`src/rtl/final_out_deser.sv`:
```
// Collects the Final block's serial result stream into WIDTH-bit words, MSB first,
// flagging the last word of each burst and reporting the burst length in bits.
module final_out_deser #(
   parameter int unsigned WIDTH = 8,
   parameter int unsigned CNT_W = 4,
   parameter int unsigned LEN_W = 10
) (
   input  logic             CLK,
   input  logic             RST,
   input  logic             OUT_VALID,
   input  logic             OUT,
   output logic             WORD_VALID,
   output logic [WIDTH-1:0] WORD,
   output logic [CNT_W-1:0] WORD_BITS,
   output logic             WORD_LAST,
   output logic             BURST_DONE,
   output logic [LEN_W-1:0] BURST_LEN,
   output logic             OVERFLOW
);

   typedef enum logic [0:0] {st_idle, st_collect} state_e;

   localparam logic [CNT_W-1:0] full_cnt = CNT_W'(WIDTH);
   localparam logic [LEN_W-1:0] len_max  = {LEN_W{1'b1}};

   state_e             state_q, state_d;
   logic [WIDTH-1:0]   sreg_q, sreg_d;
   logic [CNT_W-1:0]   cnt_q, cnt_d;
   logic [WIDTH-1:0]   stage_q, stage_d;
   logic               stage_full_q, stage_full_d;
   logic [LEN_W-1:0]   len_q, len_d;
   logic               ovf_q, ovf_d;

   logic               word_valid_q, word_valid_d;
   logic [WIDTH-1:0]   word_q, word_d;
   logic [CNT_W-1:0]   word_bits_q, word_bits_d;
   logic               word_last_q, word_last_d;
   logic               burst_done_q, burst_done_d;
   logic [LEN_W-1:0]   burst_len_q, burst_len_d;
   logic               overflow_q, overflow_d;

   logic [WIDTH-1:0]   sreg_shift;
   logic [CNT_W-1:0]   cnt_inc;
   logic [CNT_W-1:0]   shamt;

   assign sreg_shift = {sreg_q[WIDTH-2:0], OUT};
   assign cnt_inc    = cnt_q + 1'b1;
   assign shamt      = full_cnt - cnt_q;

   always_comb begin
      state_d      = state_q;
      sreg_d       = sreg_q;
      cnt_d        = cnt_q;
      stage_d      = stage_q;
      stage_full_d = stage_full_q;
      len_d        = len_q;
      ovf_d        = ovf_q;
      word_valid_d = 1'b0;
      word_d       = word_q;
      word_bits_d  = word_bits_q;
      word_last_d  = word_last_q;
      burst_done_d = 1'b0;
      burst_len_d  = burst_len_q;
      overflow_d   = overflow_q;

      unique case (state_q)
         st_idle: begin
            if (OUT_VALID) begin
               state_d      = st_collect;
               sreg_d       = {{(WIDTH-1){1'b0}}, OUT};
               cnt_d        = CNT_W'(1);
               stage_full_d = 1'b0;
               len_d        = LEN_W'(1);
               ovf_d        = 1'b0;
            end
         end
         st_collect: begin
            if (OUT_VALID) begin
               // The staged word is only known to be non-last once another bit arrives.
               if (stage_full_q) begin
                  word_valid_d = 1'b1;
                  word_d       = stage_q;
                  word_bits_d  = full_cnt;
                  word_last_d  = 1'b0;
                  stage_full_d = 1'b0;
               end
               sreg_d = sreg_shift;
               if (cnt_inc == full_cnt) begin
                  stage_d      = sreg_shift;
                  stage_full_d = 1'b1;
                  cnt_d        = '0;
               end else begin
                  cnt_d = cnt_inc;
               end
               if (len_q == len_max) ovf_d = 1'b1;
               else                  len_d = len_q + 1'b1;
            end else begin
               word_valid_d = 1'b1;
               word_last_d  = 1'b1;
               if (stage_full_q) begin
                  word_d      = stage_q;
                  word_bits_d = full_cnt;
               end else begin
                  word_d      = sreg_q << shamt;
                  word_bits_d = cnt_q;
               end
               burst_done_d = 1'b1;
               burst_len_d  = len_q;
               overflow_d   = ovf_q;
               sreg_d       = '0;
               cnt_d        = '0;
               stage_d      = '0;
               stage_full_d = 1'b0;
               len_d        = '0;
               ovf_d        = 1'b0;
               state_d      = st_idle;
            end
         end
         default: state_d = st_idle;
      endcase
   end

   always_ff @(posedge CLK or posedge RST) begin
      if (RST) begin
         state_q      <= st_idle;
         sreg_q       <= '0;
         cnt_q        <= '0;
         stage_q      <= '0;
         stage_full_q <= 1'b0;
         len_q        <= '0;
         ovf_q        <= 1'b0;
         word_valid_q <= 1'b0;
         word_q       <= '0;
         word_bits_q  <= '0;
         word_last_q  <= 1'b0;
         burst_done_q <= 1'b0;
         burst_len_q  <= '0;
         overflow_q   <= 1'b0;
      end else begin
         state_q      <= state_d;
         sreg_q       <= sreg_d;
         cnt_q        <= cnt_d;
         stage_q      <= stage_d;
         stage_full_q <= stage_full_d;
         len_q        <= len_d;
         ovf_q        <= ovf_d;
         word_valid_q <= word_valid_d;
         word_q       <= word_d;
         word_bits_q  <= word_bits_d;
         word_last_q  <= word_last_d;
         burst_done_q <= burst_done_d;
         burst_len_q  <= burst_len_d;
         overflow_q   <= overflow_d;
      end
   end

   assign WORD_VALID = word_valid_q;
   assign WORD       = word_q;
   assign WORD_BITS  = word_bits_q;
   assign WORD_LAST  = word_last_q;
   assign BURST_DONE = burst_done_q;
   assign BURST_LEN  = burst_len_q;
   assign OVERFLOW   = overflow_q;

endmodule

```
`config.mk`:
```
export PLATFORM = sky130hd
export DESIGN_NAME = final_out_deser
export DESIGN_NICKNAME = d
export VERILOG_FILES = /design/src/rtl/final_out_deser.sv
export SDC_FILE = /design/constraint.sdc
export NUM_CORES = 1
export LEC_CHECK = 0
export ABC_AREA = 1
export CAP_MARGIN = 40
export CORE_MARGIN = 1.5
export CORE_UTILIZATION = 57
export DETAILED_ROUTE_END_ITERATION = 10
export GPL_TIMING_DRIVEN = 0
export HOLD_SLACK_MARGIN = 0.02
export PLACE_DENSITY_LB_ADDON = 0.15
export SLEW_MARGIN = 5
export SYNTH_ARGS = -nofsm -noshare
export SYNTH_HDL_FRONTEND = slang
export SYNTH_SLANG_ARGS = --single-unit
```
`constraint.sdc`:
```
create_clock -name CLK -period 2.9 [get_ports CLK]
set_clock_uncertainty 0.05 [all_clocks]
set_input_delay 0.87 -clock CLK [delete_from_list [all_inputs] [get_ports CLK]]
set_output_delay 0.87 -clock CLK [all_outputs]
set_load 0.02 [all_outputs]
```
run_1/met3.png
(6 px per µm)
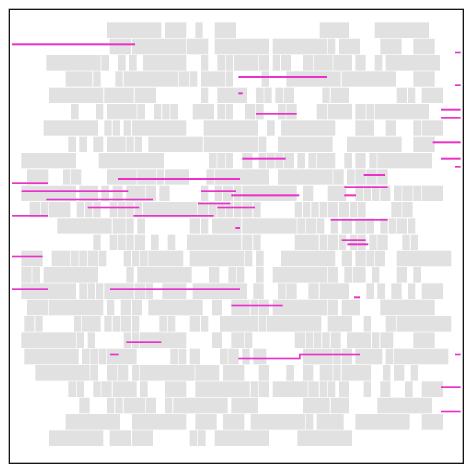
wire length on this layer: 282 µm
longest straight run: 21.4 µm
main direction: horizontal

run_1/wire_density.png
(4 px per µm) 15 x 15 tiles, from dark blue (low) to red (high), scaled to the fullest tile. Values are wire area over tile area, all layers added.
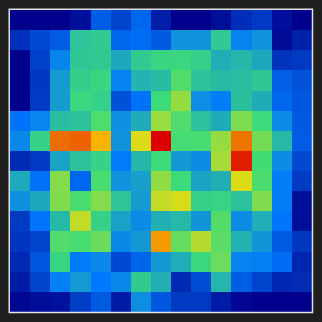
mean over tiles: 0.18
nearly empty tiles: 6.2%
fullest tile: 0.54
tiles over half the peak: 18%

run_1/pins.png
(6 px per µm) Pins as bars across the die edge, other pins in grey.
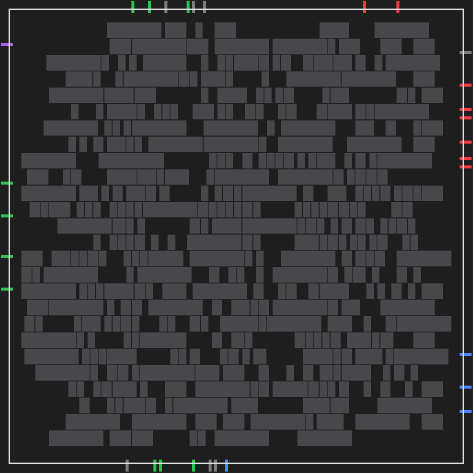
legend:
  green:
    port: BURST_LEN
    pins: 10
    direction: output
    edge: 4 left, 3 bottom, 3 top
  blue:
    port: WORD_BITS
    pins: 4
    direction: output
    edge: 3 right, 1 bottom
  red:
    port: WORD
    pins: 8
    direction: output
    edge: 6 right, 2 top
  purple:
    port: CLK
    pins: 1
    direction: input
    edge: left

run_1/final_congestion.png
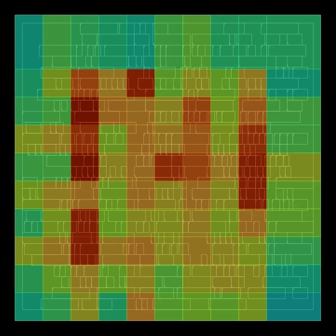
WL per Instance: 13.4 µm
share of the core filled with cells in the final layout: 0.706
most used routing layer: met2
met2 usage in global routing: 0.438

==> writeup.txt, run 1 <==
The flow ran to the end, and the final reports show no timing, DRC or antenna violations. The worst hold path begins at BURST_LEN[1]. TritonCTS built the clock tree. For this design the total switching power over the nets is 0.551 mW. After legalization and detailed placement, the total HPWL measured 4.58 mm. The tools report the worst relative slew slack as 0.690. For reference, the top logic cell family by area is simple AND/OR/NAND/NOR gates. The tools report the power in sequential cells as 0.897 mW. The longest incremental delay of any stage on the critical path is reported as 0.62 ns. The horizontal die dimension is 75.4 µm, and the chip footprint is 5690 µm². Setup repair after global routing left no endpoint under its margin. Total via count after detailed routing: 2493. The fraction of post-synthesis cell area in the top cell type by area was 0.494. For this run, the chip area from Yosys synthesis comes to 2990 µm². The tools report the final wirelength as 6.41 mm. After synthesis, the design contains 364 cells according to Yosys. The script extracted a total leakage power of 1.81 nW.

Summed over all failing endpoints, the final setup total negative slack is 0 ns. In this run the VDD rail shows a maximum IR drop of 422 µV. The logs give 0 for the number of maximum-capacitance violations and 364 for the gate count of the mapped netlist.

The run gives 0.680 ns as the worst-case setup margin in the final layout. Final hold analysis gives a worst-case slack of 0.422 ns. The detailed placer reported the number of placed instances as 464.

After synthesis, the most frequently instantiated cells are sky130_fd_sc_hd__nand2_1 (133), sky130_fd_sc_hd__dfrtp_1 (59), sky130_fd_sc_hd__nand3_1 (40). The maximum number of buffers from clock root to sink was 2. The capture point of the worst register-to-register path is recorded as WORD[4].
==> run 1: final cells by class <==
class / count / area, µm²
Buffer: 11 / 86.3
Clock buffer: 13 / 159
Clock inverter: 2 / 35.0
Fill cell: 420 / 1490
Inverter: 35 / 135
Multi-Input combinational cell: 259 / 1290
Sequential cell: 59 / 1480
Tap cell: 70 / 87.6
Timing Repair Buffer: 30 / 310
==> run 1: worst max-delay path by stage <==
stage / cells after the start / end / start
detailed placement: 6 / stage_q[0] / OUT_VALID
global placement: 2 / cnt_q[2] / RST
CTS: 1 / BURST_LEN[5] / BURST_LEN[5]
global route: 1 / WORD[0] / WORD[0]
finish: 1 / BURST_LEN[5] / BURST_LEN[5]
floorplan: 1 / BURST_DONE / RST
==> inputs of run 2 (changes only) <==
Settings changed: CORE_UTILIZATION 57 to 51.
Clock period 2.9 ns to 1.8 ns, I/O delays scaled along.
run_2/final_congestion.png
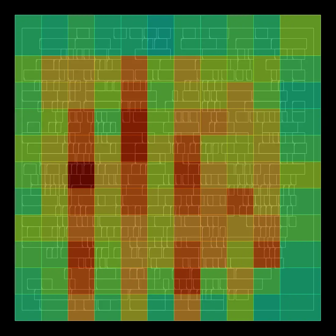
Global Route Usage Sum: 0.239
global-route met3 utilization: 0.0343
WL per Instance: 13.9 µm

==> writeup.txt, run 2 <==
The flow ran to the end, and the final reports show no timing, DRC or antenna violations. The total of plain and repair buffers excluding clock buffers was 43 (+4.9%). The iteration count recorded for the first detailed-route pass is 5. The tools report the final wirelength as 6.73 mm (+5.1%). The post-route setup TNS was 0 ns (unchanged); the number of cell instances after yosys synthesis was 364 (unchanged). The fraction of post-synthesis cell area in the top cell type by area was 0.494 (unchanged); the sequential cell area was 1480 µm² (unchanged). Maximum number of buffers from clock root to sink: 2 (unchanged).

The met2 usage is 0.400 (-0.0376), and the die extent in y is 79.6 µm. The gate count of the mapped netlist is 364 (unchanged), and the horizontal die dimension is 79.6 µm (+5.5%). The number of sequential cells in the layout was 59 (unchanged). TritonCTS built the clock tree.

The worst relative slew slack is 0.508 (-0.182). With the half-perimeter wire length after detailed placement at 4.76 mm (+4.1%), the number of maximum-capacitance violations is 0 (unchanged). The number of stages on the worst setup path was 10 (+9); the leakage power of the design was 1.93 nW (+6.6%). The non-clock buffer contribution to total cell area came out at 0.107 (-0.00379). The tools report the number of multi-input combinational cells as 259 (unchanged). Measured slew at the worst slew-check pin: 0.737 ns. Combined area of the multi-input logic cells: 1310 µm² (+1.1%). The post-placement cell count is 466 (+0.43%), and the async set or reset register ratio after synthesis is 1.00. After global routing, the most crowded layer is met2. Ranked by total area, the top cell class in this layout is sequential cells.

The run gives 11 (-2) as the number of clock-tree buffers in the layout. With the multi-input combinational area share at 0.360 (-0.000687), the flip-flop and latch share of the layout cell area is 0.407 (-0.00512). The worst-case setup margin in the final layout was 0.0629 ns (-0.618 ns). The capture point of the worst register-to-register path is recorded as WORD[5]. With the delay of the slowest critical-path stage at 0.39 ns (-0.23 ns), the post-synth area from yosys stat is 2990 µm² (unchanged).

The logs give 239 µm for the met3 wirelength from detailed routing and 495 (+18%) for the tally of filler cells in the layout. Setup repair after global routing could not meet its margin everywhere. The tools report the TritonCTS sink count as 59.

The run gives 6330 µm² (+11%) for the chip footprint. With the layout inverter count without the clock tree at 35 (unchanged), the area fraction of clock buffers and clock inverters is 0.0621 (+0.00795). The tools report the well-tap cell count as 72 (+2.9%).

The worst hold margin is 0.418 ns (-0.00447 ns).
[run 2: how the worst min path moves through the flow]
stage	startpoint	endpoint	slack (ns)	depth (start not counted)
2_1_floorplan	ovf_q	OVERFLOW	0.40	2
3_3_place_gp	BURST_LEN[5]	BURST_LEN[5]	0.41	2
3_5_place_dp	BURST_LEN[2]	BURST_LEN[2]	0.41	2
4_1_cts	BURST_LEN[2]	BURST_LEN[2]	0.42	2
5_1_grt	BURST_LEN[5]	BURST_LEN[5]	0.45	2
6_report	BURST_LEN[2]	BURST_LEN[2]	0.42	2
[run 2: power by group through the flow]
stage	clock, mW	sequential [mW]	combinational [mW]
global placement	0	1.46	0.568
detailed placement	0	1.47	0.585
global route	1.43	1.45	0.658
floorplan	0	1.52	0.333
finish	1.37	1.44	0.591
CTS	1.38	1.44	0.567
Power is estimated from default activity; no workload was simulated.
